**config.mk**
```make
export PLATFORM = sky130hd
export DESIGN_NAME = cpu_mailbox
export DESIGN_NICKNAME = d
export VERILOG_FILES = /design/src/rtl/cpu_mailbox_pkg.sv /design/src/rtl/cpu_mailbox_fifo.sv /design/src/rtl/cpu_mailbox.sv
export SDC_FILE = /design/constraint.sdc
export NUM_CORES = 1
export LEC_CHECK = 0
export CORE_ASPECT_RATIO = 1.75
export CORE_MARGIN = 2
export CORE_UTILIZATION = 50
export CTS_CLUSTER_DIAMETER = 50
export CTS_CLUSTER_SIZE = 16
export DETAILED_ROUTE_END_ITERATION = 7
export PLACE_DENSITY = 0.79
export SLEW_MARGIN = 25
export SYNTH_ARGS = -nofsm -noshare
export SYNTH_HDL_FRONTEND = slang
export SYNTH_SLANG_ARGS = --single-unit
```
**constraint.sdc**
```tcl
create_clock -name clock -period 6.3 [get_ports clock]
set_input_delay 1.26 -clock clock [delete_from_list [all_inputs] [get_ports clock]]
set_output_delay 1.26 -clock clock [all_outputs]
set_load 0.05 [all_outputs]
```
**src/rtl/cpu_mailbox_pkg.sv**
```systemverilog
// cpu_mailbox_pkg: register map offsets and STATUS/IRQ_EN bit positions for the CPU mailbox
package cpu_mailbox_pkg;
  localparam logic [2:0] REG_STATUS  = 3'd0;
  localparam logic [2:0] REG_RX_DATA = 3'd1;
  localparam logic [2:0] REG_RX_POP  = 3'd2;
  localparam logic [2:0] REG_TX_DATA = 3'd3;
  localparam logic [2:0] REG_IRQ_EN  = 3'd4;
  localparam int ST_RX_NONEMPTY = 0;
  localparam int ST_TX_FULL     = 1;
  localparam int ST_TX_OVF      = 2;
  localparam int IE_RX          = 0;
  localparam int IE_TX          = 1;
endpackage

```
**src/rtl/cpu_mailbox_fifo.sv**
```systemverilog
// mailbox_fifo: synchronous FIFO with combinational head; a pop on a full FIFO frees room for a same-cycle push
module mailbox_fifo #(
  parameter int WIDTH = 32,
  parameter int DEPTH = 8
) (
  input  logic                     clock,
  input  logic                     reset,
  input  logic                     push,
  input  logic                     pop,
  input  logic [WIDTH-1:0]         wdata,
  output logic                     full,
  output logic                     empty,
  output logic [$clog2(DEPTH):0]   count,
  output logic [WIDTH-1:0]         head
);
  localparam int AW = $clog2(DEPTH);
  logic [WIDTH-1:0] mem [DEPTH];
  logic [AW-1:0] wp, rp;
  logic do_push, do_pop;
  assign empty = count == '0;
  assign full = count == (AW+1)'(DEPTH);
  assign do_pop = pop & ~empty;
  assign do_push = push & (~full | do_pop);
  assign head = mem[rp];
  always_ff @(posedge clock) begin
    if (reset) begin
      wp <= '0;
      rp <= '0;
      count <= '0;
    end else begin
      if (do_push) wp <= wp + AW'(1);
      if (do_pop) rp <= rp + AW'(1);
      count <= count + (AW+1)'(do_push) - (AW+1)'(do_pop);
    end
  end
  always_ff @(posedge clock)
    if (do_push) mem[wp] <= wdata;
endmodule

```
**src/rtl/cpu_mailbox.sv**
```systemverilog
// cpu_mailbox: memory-mapped RX/TX packet mailbox with registered read data and level interrupt
module cpu_mailbox
  import cpu_mailbox_pkg::*;
#(
  parameter int MEMORY_BUS_WIDTH = 32,
  parameter int FIFO_DEPTH = 8,
  parameter logic [MEMORY_BUS_WIDTH-3:0] BASE_ADDR = '0
) (
  input  logic                        clock,
  input  logic                        reset,
  input  logic [MEMORY_BUS_WIDTH-3:0] addr_out,
  input  logic [MEMORY_BUS_WIDTH-1:0] data_out,
  input  logic [3:0]                  wb_out,
  output logic [MEMORY_BUS_WIDTH-1:0] data_in,
  output logic                        irq,
  input  logic                        rx_valid,
  input  logic [MEMORY_BUS_WIDTH-1:0] rx_data,
  output logic                        rx_ready,
  output logic                        tx_valid,
  output logic [MEMORY_BUS_WIDTH-1:0] tx_data,
  input  logic                        tx_ready
);
  localparam int W = MEMORY_BUS_WIDTH;
  localparam int CW = $clog2(FIFO_DEPTH) + 1;
  logic hit, wr;
  logic [2:0] off;
  logic rx_full, rx_empty, tx_full, tx_empty;
  logic [CW-1:0] rx_count, tx_count;
  logic [W-1:0] rx_head, status, rdata;
  logic rx_push, rx_pop, tx_push, tx_pop, tx_drop;
  logic [1:0] irq_en;
  logic tx_overflow;
  assign off = addr_out[2:0];
  assign hit = addr_out[W-3:3] == BASE_ADDR[W-3:3];
  assign wr = hit && wb_out != 4'h0;
  assign rx_push = rx_valid & ~rx_full;
  assign rx_pop = wr && off == REG_RX_POP;
  assign tx_push = wr && off == REG_TX_DATA && wb_out == 4'hF;
  assign tx_pop = tx_ready & ~tx_empty;
  // rx_ready deliberately ignores a same-cycle RX_POP so the network side sees no combinational path
  assign tx_drop = tx_push & tx_full & ~tx_pop;
  assign rx_ready = ~rx_full;
  assign tx_valid = ~tx_empty;
  mailbox_fifo #(.WIDTH(W), .DEPTH(FIFO_DEPTH)) rx_fifo (
    .clock(clock), .reset(reset), .push(rx_push), .pop(rx_pop), .wdata(rx_data),
    .full(rx_full), .empty(rx_empty), .count(rx_count), .head(rx_head)
  );
  mailbox_fifo #(.WIDTH(W), .DEPTH(FIFO_DEPTH)) tx_fifo (
    .clock(clock), .reset(reset), .push(tx_push), .pop(tx_pop), .wdata(data_out),
    .full(tx_full), .empty(tx_empty), .count(tx_count), .head(tx_data)
  );
  always_comb begin
    status = '0;
    status[ST_RX_NONEMPTY] = ~rx_empty;
    status[ST_TX_FULL] = tx_full;
    status[ST_TX_OVF] = tx_overflow;
    status[15:8] = 8'(rx_count);
    status[23:16] = 8'(tx_count);
    rdata = !hit ? '0 :
            off == REG_STATUS ? status :
            off == REG_RX_DATA ? (rx_empty ? '0 : rx_head) :
            off == REG_IRQ_EN ? W'(irq_en) : '0;
  end
  always_ff @(posedge clock) begin
    if (reset) begin
      irq_en <= '0;
      tx_overflow <= 1'b0;
      data_in <= '0;
      irq <= 1'b0;
    end else begin
      data_in <= rdata;
      irq <= (irq_en[IE_RX] & ~rx_empty) | (irq_en[IE_TX] & tx_empty);
      if (wr && off == REG_IRQ_EN) irq_en <= data_out[1:0];
      if (tx_drop) tx_overflow <= 1'b1;
      else if (wr && off == REG_STATUS && data_out[ST_TX_OVF]) tx_overflow <= 1'b0;
    end
  end
endmodule

```
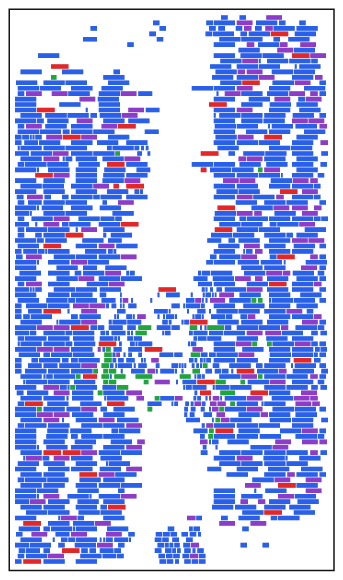
Fig. 1. Cells by drive strength (run 1).
(2 px per um)
legend:
  purple:
    size: _2 cells
    cells: 187
    most_used: mux4_2
  red:
    size: _6 and larger
    cells: 47
    most_used: clkbuf_16
  blue:
    size: _0 and _1 cells
    cells: 971
    most_used: edfxtp_1
  green:
    size: _3 and _4 cells
    cells: 44
    most_used: buf_4
Area Overhead vs Synth: 17.3%
fin area: 25500 sq um
Repair and plain buffers: 193
fin worst setup slack: 1.69 ns

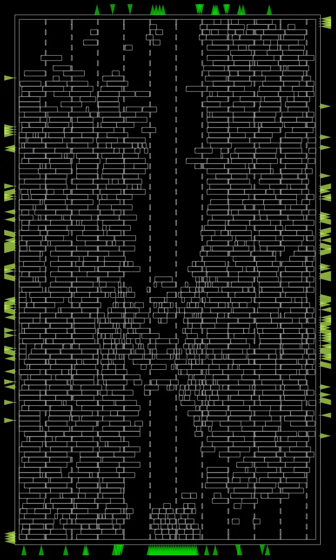
Fig. 2. Cell placement (run 1).
Core ar.: 43100 sq um
# fillers: 3011

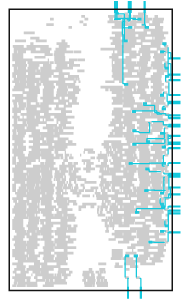
Fig. 3. Port wiring (run 1).
(1 px per um)
legend:
  cyan:
    port: tx_data
    direction: output
    end_cells: 32
    buffers: 32
    wire: 946 um
PortBufs: 168
I/O Pins: 169

==> Changelog: implementation, run 1 <==
## Implementation

* MaxCap Viol Count at 0
* Syn Std Cell Area at 21700 sq um
* GP Congestion at between 0.7 and 0.8
* Fin util at 59.2%
* Stage-log warning count at 28
* H-tree depth at 2
* Peak supply drop at ~0.28 mV
* Half-perimeter wire length after placement at ~27000 um
* R2R depth at 7
* Fin. Hold Viols at 0
* Met2 GRT Util at 36.8%
* Yosys Instances at 1024
* Post-CTS setup buffers at 0
* Clock Skew at 0.0211 ns
* FFs w/ async S/R, synth at 0%
* Netlist cell types at 51
* Net Sw Frac at 25.0%
* Synth Area per Inst at between 20 and 25 sq um
* Mapped Cells at 1024
* Critical Path Sink Type: output port
* Critical Path AT at 3.35 ns
* Internal power at between 6000 and 7000 uW
* GR Layer Usage met1 at 22.3%
* Setup Total Neg Slack at 0 ns
* DR vias/cell at 5.69
* PwrDens at about 320 nW/um^2
* GR peak layer: met2
* Startpoint types: flip-flop
* Compound-Gate Fraction of Synth Area at 1.19%
* FF-to-FF End: tx_fifo.mem[0][5]
* Worst skew pair latency at 0.56 ns
* Comb pwr share at between 10% and 20%
* Most frequent cells in the layout: edfxtp_1 (512), clkdlybuf4s50_1 (168), mux4_2 (128)
* Floorplan Nets at 1144
* Die H at about 280 um
* Final Critical Period at 4.61 ns
* Overflow after GRT at 0
* Worst reg2reg path startpoint: tx_fifo.count[2]
* Simple-gate share of the synthesized area at between 3 and 4%
* CTS sink count at 574
* Routed Antenna Nets at 0
* Max-slew violations at 0
* Iter 0 DRT Violations at 953
* Worst path slowest cell: dfxtp_4
* Reg clk slew, reported paths at 0.07 ns
* Mux frac, synth at between 10% and 20%
* Final Power at about 8300 uW
* Most used logic cell in the final layout: edfxtp_1
* Initial antenna violation count at 1
* CTS Buf Count at 42
* Seq cells post-synth at 574
* Vias in the first global route at 11200
* Rel. slew slack at 35.8%
* Gr usage total at 19.3%
* Hold Path Stages at 2
* Hold crit path type: reg2reg
* Top logic family: multiplexers
* Layout cells sized above 1 at 22.3%
* Worst endpoint required time at 5.04 ns
* First-pass GRT wire length at 65900 um
* DRC at 0
* Post-DR wirelength/cell at 23.6 um
* CTS Hold Bufs at 0
* Status: complete, no violations
* Via count at 10300
* TritonCTS clock tree: yes
-- run 1: cells in the mapped netlist, drive strengths merged, types with 9 or more instances --
library cell  number  area share, %
nor3              10           0.33
nand3              9           0.23
edfxtp           512             71
dfxtp             62            5.7
mux2              39            2.0
clkbuf            19           0.33
mux2i             22            1.0
nor4              10           0.35
nand2             23           0.40
buf               26           0.58
ha                16           0.92
a22oi              9           0.31
nor2              44           0.76
a21oi             17           0.39
inv               20           0.35
mux4             128             13
-- run 1: sequential cells by signal (all words and copies together) (netlist names), named ones only --
signal and cells:
rx_fifo.rp 3, data_in 32, tx_fifo.count 4, irq_en 2, irq 1, rx_fifo.count 4, tx_fifo.rp 3, rx_fifo.mem 256
rx_fifo.wp 3, tx_fifo.wp 3, tx_overflow 1, tx_fifo.mem 256
-- run 1: how the worst max path moves through the flow --
stage	start	to	slack [ns]	depth (start not counted)
after floorplan	addr_out[20]	tx_fifo.mem[4][0]	0.61	5
after detailed placement	addr_out[13]	tx_fifo.mem[0][12]	1.90	6
after CTS	flip-flop	tx_data[7]	1.57	4
after global routing	flip-flop	tx_data[17]	1.47	4
after global placement	addr_out[5]	tx_fifo.mem[1][15]	1.90	6
final	flip-flop	tx_data[7]	1.69	4
-- run 1: metal layers --
metal	up-vias	wire length (um)
li1	4563	-
met4	0	857
met1	5344	15200
met5	-	0
met2	366	24200
met3	67	2540
-- run 1: cell families after synthesis --
group	count (synthesis)
compound gates	39
flops	574
mux	189
xor+xnor	7
buf+inv	65
fa+ha+maj	18
simple gates	132
-- run 1: layout make-up --
cell class,instances,area (sq um)
Sequential cell,574,16600
Tap cell,566,708
Inverter,20,75.1
Clock inverter,6,55.1
Multi-Input combinational cell,385,4960
Timing Repair Buffer,193,1880
Antenna cell,1,2.50
Fill cell,3011,17600
Clock buffer,71,1180
-- run 1: power by group through the flow --
| stage | clock (uW) | combinational (uW) | sequential (uW) |
|---|---|---|---|
| 3_5_place_dp | 0 | 1410 | 4450 |
| 4_1_cts | 2560 | 1430 | 4370 |
| 3_3_place_gp | 0 | 1390 | 4450 |
| 2_1_floorplan | 0 | 1050 | 4360 |
| 6_report | 2490 | 1400 | 4360 |
| 5_1_grt | 2680 | 1500 | 4380 |
-- run 1: through the flow --
step / instances / setup WS (ns)
after floorplan: 1024 / 0.608
after global placement: 1738 / 1.90
after detailed placement: 1738 / 1.90
after CTS: 1815 / 1.57
after global routing: 1816 / 1.47
final: 1816 / 1.69
-- run 1: critical path, delay by kind of cell (launching register included) --
| family | cells | cell delay [ns] |
|---|---|---|
| mux | 2 | 0.86 |
| buf+inv | 2 | 1.16 |
| flops | 1 | 0.76 |
==> run 2: changes to the inputs <==
- PLACE_DENSITY: 0.79 -> 0.82
- clock period: 6.3 -> 3.9 ns (I/O delays scaled with it)
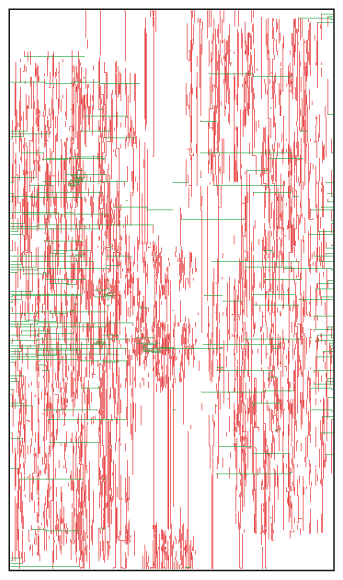
Fig. 4. Signal wires by layer (run 2).
(2 px per um) Only two layers are drawn.
legend:
  green:
    layer: metal 3
    wire_length: 2940 um
  red:
    layer: metal 2
    wire_length: 24.3 mm

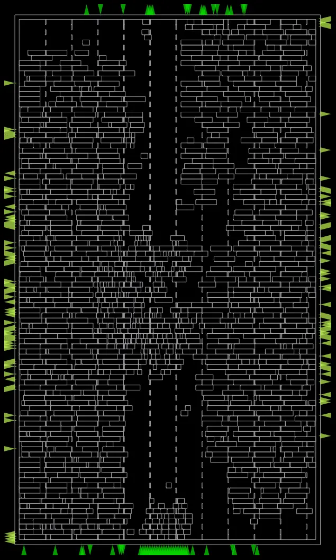
Fig. 5. Cell placement (run 2).
non-filler instance count after layout: 1823
Seq area share: 64.6%

==> run 2 against run 1 <==
Via count increased by 1.0%. Clock-buffer cell count decreased by 4. Area after synthesis unchanged. Sequential share of layout area fell by 0.62 points. Routed wire length is 1.1% higher. Hold slack gained 0.0045 ns. Worst setup slack worse by 1.5 ns.
==> Changelog: implementation, run 2 <==
## Implementation

* Status: complete, no violations
* Largest registers: rx_fifo.mem x256, tx_fifo.mem x256, data_in x32
* Setup crit end: tx_data[21]
* Most frequent cells in the layout: edfxtp_1 (512), clkdlybuf4s50_1 (168), mux4_2 (128)
* Hold crit path type: reg2reg
* Startpoint types: flip-flop
* Layout cells sized above 1 at 23.1% (+0.85 points)
* Fin area at 25700 sq um (+0.96%)
* Overflow after GRT at 0 (unchanged)
* Initial antenna violation count at 5 (+4)
* Netlist cell types at 51 (unchanged)
* Worst skew pair latency at 0.55 ns (about the same)
* Final Power at 13400 uW (+63%)
* Number of cells on the critical path at 4 (unchanged)
* Post-DR wirelength/cell at 23.8 um (+0.68%)
* DR vias/cell at 5.73 (+0.62%)
* Worst endpoint required time at 3.12 ns (-1.92 ns)
* Synth cell count leaders: edfxtp_1 (512), mux4_2 (128), dfxtp_1 (62), nor2_1 (44), mux2_2 (38)
* Post-CTS setup buffers at 0 (unchanged)
* Syn Std Cell Area at 21700 sq um (unchanged)
* Fin worst setup slack at 0.161 ns (-1.53 ns)
* DRC at 0 (unchanged)
* I/O Pins at 169 (unchanged)
* Seq cells post-synth at 574 (unchanged)
* Via count at 10400 (+1.0%)
* Yosys top cell area share at 70.7% (unchanged)
* First-pass GRT wire length at 66000 um (+0.20%)
* Max-slew violations at 0 (unchanged)
* Most common cell in the synthesized netlist: edfxtp_1
* Area Overhead vs Synth at 18.4%
* CTS sink count at 574 (unchanged)
* Clock Skew at 0.0122 ns (-0.00892 ns)
* Stage-log warning count at 29 (+3.6%)
* Seq. cell area at 16600 sq um (unchanged)
* H-tree depth at 2 (unchanged)
* MaxCap Viol Count at 0 (unchanged)
* Fin. Hold Viols at 0 (unchanged)
* Most used logic cell in the final layout: edfxtp_1
* Critical Path AT at 2.96 ns (-0.39 ns)
## run 2: cell counts after synthesis
No cell type changed its count.
## run 2: routing by layer
layer	vias to the layer above	track usage, %	share of wire, %
met2	331	36.7	56
li1	4584	-	-
met1	5447	21.9	35
met5	-	0	0.12
met3	74	4.44	6.8
met4	8	5.42	2.1
## run 2: through the flow
step / TNS, ns / cells / util, %
after floorplan: -197.81 / 1024 / -
after global placement: 0 / 1750 / 56.9
final: 0 / 1823 / 59.7
after CTS: 0 / 1821 / 59.7
after global routing: 0 / 1821 / 59.7
after detailed placement: 0 / 1750 / 56.9
## run 2: final cells by class
class | count | share of cell area [%]
clock inverter | 4 | 0.102
multi-input combinational | 385 | 19.2
clock buffer | 67 | 4.70
antenna | 2 | 0.0194
tap | 566 | 2.75
inverter | 20 | 0.292
sequential | 574 | 64.6
timing repair buffer | 205 | 8.29
## run 2: worst min path at each step
| stage | cells after the start | end | slack, ns |
|---|---|---|---|
| 2_1_floorplan | 2 | data_in[2] | 0.43 |
| 3_3_place_gp | 2 | flip-flop | 0.46 |
| 3_5_place_dp | 2 | data_in[2] | 0.48 |
| 4_1_cts | 2 | flip-flop | 0.49 |
| 5_1_grt | 2 | flip-flop | 0.50 |
| 6_report | 2 | flip-flop | 0.50 |
## run 2: kinds of logic after synthesis
kind of cell	share of synthesized area, %
buffers and inverters	1.25
XOR/XNOR	0.282
AND-OR/OR-AND	1.19
multiplexers	16.3
adder cells (fa/ha/maj)	1.11
AND/OR/NAND/NOR	3.41
flip-flops	76.4
## run 2: worst register-to-register path, cell delays in order (launching register included)
cell     delay, ns
dfxtp_1       0.33
inv_1         0.11
ha_1          0.16
nor3b_2       0.61
or4b_4        0.26
nor3_4        0.05
ha_1          0.29
inv_1         0.04
ha_1          0.21
fa_1          0.41
xnor2_1       0.17
nor2_1        0.05
## run 2: where the power goes
part,switching [uW],internal [uW]
registers,123,6860
clock network,1930,2130
logic,1280,1100
==> run 3: changes to the inputs <==
==> constraint.sdc (replaced) <==
create_clock -name clock -period 3.9 [get_ports clock]
set_input_delay 0.585 -clock clock [delete_from_list [all_inputs] [get_ports clock]]
set_output_delay 0.585 -clock clock [all_outputs]
set_load 0.05 [all_outputs]
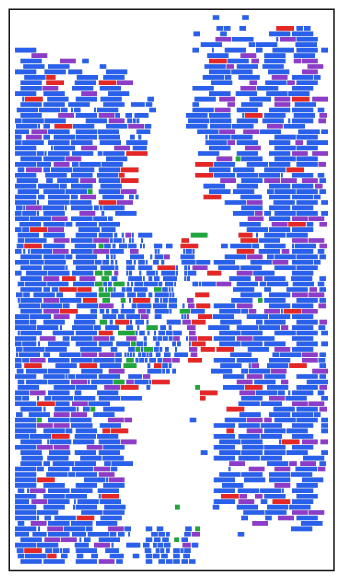
Fig. 6. Cells by drive strength (run 3).
(2 px per um)
fin area: 25800 sq um
Area Overhead vs Synth: 18.8%

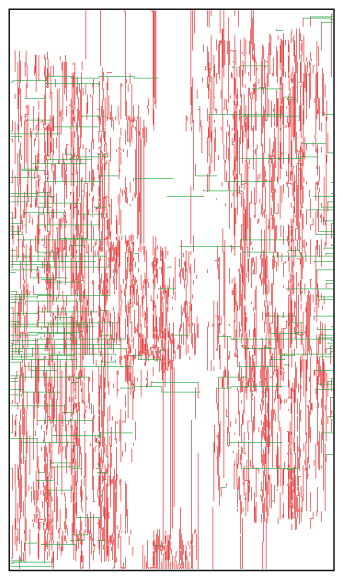
Fig. 7. Signal wires by layer (run 3).
(2 px per um) Only two layers are drawn.
legend:
  green:
    layer: metal 3
    wire_length: 2930 um
  red:
    layer: metal 2
    wire_length: 23.9 mm
gr usage total: 19.4%
post-DR wirelength/cell: 23.6 um
final WL: 43100 um
via count: 10400

==> run 3 against run 2 <==
Sequential power about the same. Final cell count up 0.22%. Flip-flop count unchanged. Design area up 0.30%. Fmax up 4.8%. Largest cell class unchanged. Highest routed layer unchanged.
==> Changelog: implementation, run 3 <==
## Implementation

* Status: complete, no violations
* I/O Pins at 169 (unchanged)
* Critical Path AT at 2.98 ns (+0.02 ns)
* Top Family by Delay on Critical Path: buffers and inverters
* Syn Std Cell Area at 21700 sq um (unchanged)
* Final setup vio count at 0
* Floorplan Nets at 1144
* Buffer and inverter count on the worst path at 2
* Routed Antenna Nets at 0
* Largest registers: rx_fifo.mem x256, tx_fifo.mem x256, data_in x32
* Pleak at about 0.008 uW
* Final Power at 13600 uW (+1.4%)
* Dominant flop cell: edfxtp_1
* FP Core Util at around half
* Yosys Instances at 1024
* RSZ-0062 raised after global routing: no
* Synth top area cells: edfxtp_1 (71%), mux4_2 (13%), dfxtp_1 (5.7%)
* Critical Path Sink Type: output port
* DIE AREA at about 45000 sq um
* CTS Hold Bufs at 0
* Initial antenna violation count at 6 (+1)
* Most used logic cell in the final layout: edfxtp_1
* Layout cells sized above 1 at 22.9% (-0.23 points)
* Post-layout nets at 1343
* Most common cell in the synthesized netlist: edfxtp_1
* Seq. cell area at 16600 sq um (unchanged)
* # fillers at 2923
* WS Path Type: reg2out
* Number of enable flip-flop cells at 512
* Max-slew violations at 0 (unchanged)
* First-pass detailed-route iteration total at 5
* DR vias/cell at 5.71 (-0.39%)
* Worst skew pair latency at 0.56 ns (about the same)
* Overflow after GRT at 0 (unchanged)
* H-tree depth at 2 (unchanged)
* Setup Total Neg Slack at 0 ns (unchanged)
* Rel. slew slack at 44.4%
* Most frequent cells in the layout: edfxtp_1 (512), clkdlybuf4s50_1 (168), mux4_2 (128)
* Post-DP Area at 24500 sq um
* Clock Skew at 0.0301 ns (+0.0179 ns)
* First-pass GRT wire length at 66000 um (about the same)
* Largest net degree at the start of global routing at 65
* PortBufs at 168
* Vias in the first global route at 11300
* Worst endpoint required time at 3.31 ns (+0.19 ns)
* Fin. Hold Viols at 0 (unchanged)
* Stage-log warning count at 29 (unchanged)
* Netlist cell types at 51 (unchanged)
* Synthesis warning total at 0
* Slew @ Worst Pin at 0.834 ns
* Dominant cell type by area after synthesis: edfxtp_1
* Post-CTS setup buffers at 0 (unchanged)
* Hold crit path type: reg2reg
* Seq cells post-synth at 574 (unchanged)
* Iter 0 DRT Violations at just under 800
* DRC at 0 (unchanged)
* Startpoint types: flip-flop
* Cts repair resizes at 0
* Yosys top cell area share at 70.7% (unchanged)
* Root buffer cell: clkbuf_16
* FMAX at 0.280 GHz
* MaxCap Viol Count at 0 (unchanged)
* Synth Area per Inst at around 21 sq um
* Comb area at 4950 sq um
* GP Congestion at between 0.7 and 0.8
* PwrDens at 527 nW/um^2
* Yosys chip area at 21700 sq um
* Crit-path cells: buf_4, mux4_2, mux2_2, clkdlybuf4s50_1
* CTS sink count at 574 (unchanged)
* Half-perimeter wire length after placement at 26800 um
* Mapped Cells at 1024
* Worst Path Max Fanout at 17
* FFs w/ async S/R, synth at 0%
* Sequential-to-total area share from yosys stat at 76.4%
* Synth cell count leaders: edfxtp_1 (512), mux4_2 (128), dfxtp_1 (62), nor2_1 (44), mux2_2 (38)
* CTS Buf Count at around 44
* Die width at 162 um
* Die H at 280 um
* CTS Buffer Depth at 3
* Fin crit share at 91.4%
* Worst path slowest cell: clkdlybuf4s50_1
## run 3: layout make-up
type	instances	area share, %
Sequential cell	574	64.4
Clock buffer	75	4.88
Clock inverter	7	0.359
Inverter	20	0.291
Antenna cell	2	0.0194
Multi-Input combinational cell	385	19.2
Tap cell	566	2.74
Timing Repair Buffer	198	8.11
## run 3: power breakdown
| group | leakage, uW | internal, uW | total (uW) | switching [uW] |
|---|---|---|---|---|
| Sequential | 0.00513 | 6860 | 6970 | 102 |
| Combinational | 0.00219 | 1080 | 2380 | 1300 |
| Clock | 0.000649 | 2290 | 4260 | 1970 |
## run 3: kinds of logic (layout without fill, tap and decap cells)
kind of cell    after synthesis  after routing  share of synthesized area, %
buf+inv                      65            300                          1.25
fa+ha+maj                    18             18                          1.11
simple gates                132            132                          3.41
xor+xnor                      7              7                         0.282
flops                       574            574                          76.4
compound gates               39             39                          1.19
mux                         189            189                          16.3
other cells                   0              2                             0
## run 3: path summary, 6_finish.rpt
kind	depth (start not counted)	slack, ns	from	endpoint
min reg2reg	2	0.48	tx_overflow	data_in[2]
max reg2reg	10	1.10	rx_fifo.count[2]	rx_fifo.count[1]
max	4	0.33	flip-flop	tx_data[10]
min	2	0.48	tx_overflow	data_in[2]
## run 3: layer usage
metal / global-route usage, % / vias to the layer above / share of wire (%)
met4: 6.35 / 8 / 2.8
met5: 0 / - / 0.12
met2: 36.4 / 345 / 55
met3: 4.18 / 87 / 6.8
li1: - / 4585 / -
met1: 21.9 / 5401 / 35
## run 3: per-stage QoR
step / setup slack [ns] / hold slack (ns) / instances / util, %
after floorplan: -1.12 / 0.429 / 1024 / -
after global placement: 0.562 / 0.459 / 1743 / 56.8
after detailed placement: 0.464 / 0.468 / 1743 / 56.8
after CTS: 0.254 / 0.479 / 1825 / 59.9
after global routing: 0.204 / 0.510 / 1825 / 59.9
final: 0.334 / 0.480 / 1827 / 59.9
## run 3: worst reg2reg max path: cells and delay by family, from the launching register on
kind | cells | cell delay, ns
adder cells (fa/ha/maj) | 4 | 1.08
AND/OR/NAND/NOR | 4 | 1.11
flip-flops | 1 | 0.36
buffers and inverters | 2 | 0.15

==> layout pictures side by side <==
Ports around the boundary.
(2 px per um) Pins as bars across the die edge, other pins in grey.
picture 1
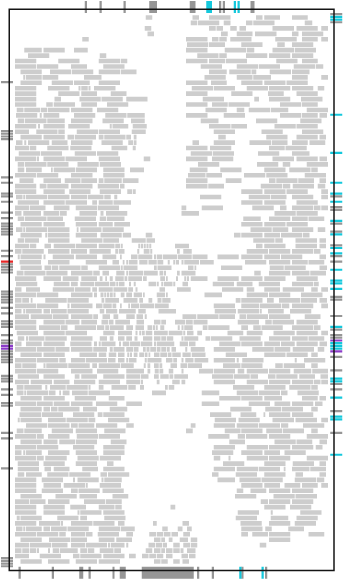
picture 2
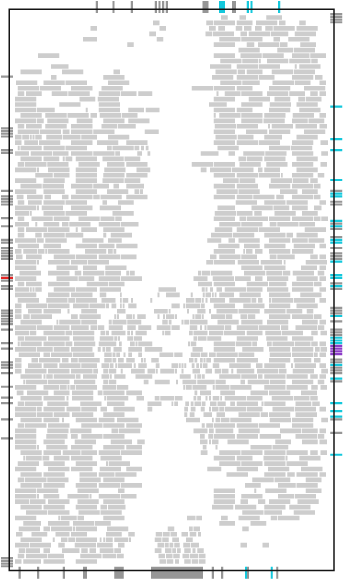
Picture 2 is run 1.
Picture 1 is run 2.

Key to picture 2:
legend:
  purple:
    port: wb_out
    pins: 4
    direction: input
    edge: right
  cyan:
    port: tx_data
    pins: 32
    direction: output
    edge: 24 right, 6 top, 2 bottom
  red:
    port: rx_valid
    pins: 1
    direction: input
    edge: left

No activity file was given, so power comes from the tool's default toggle rates.
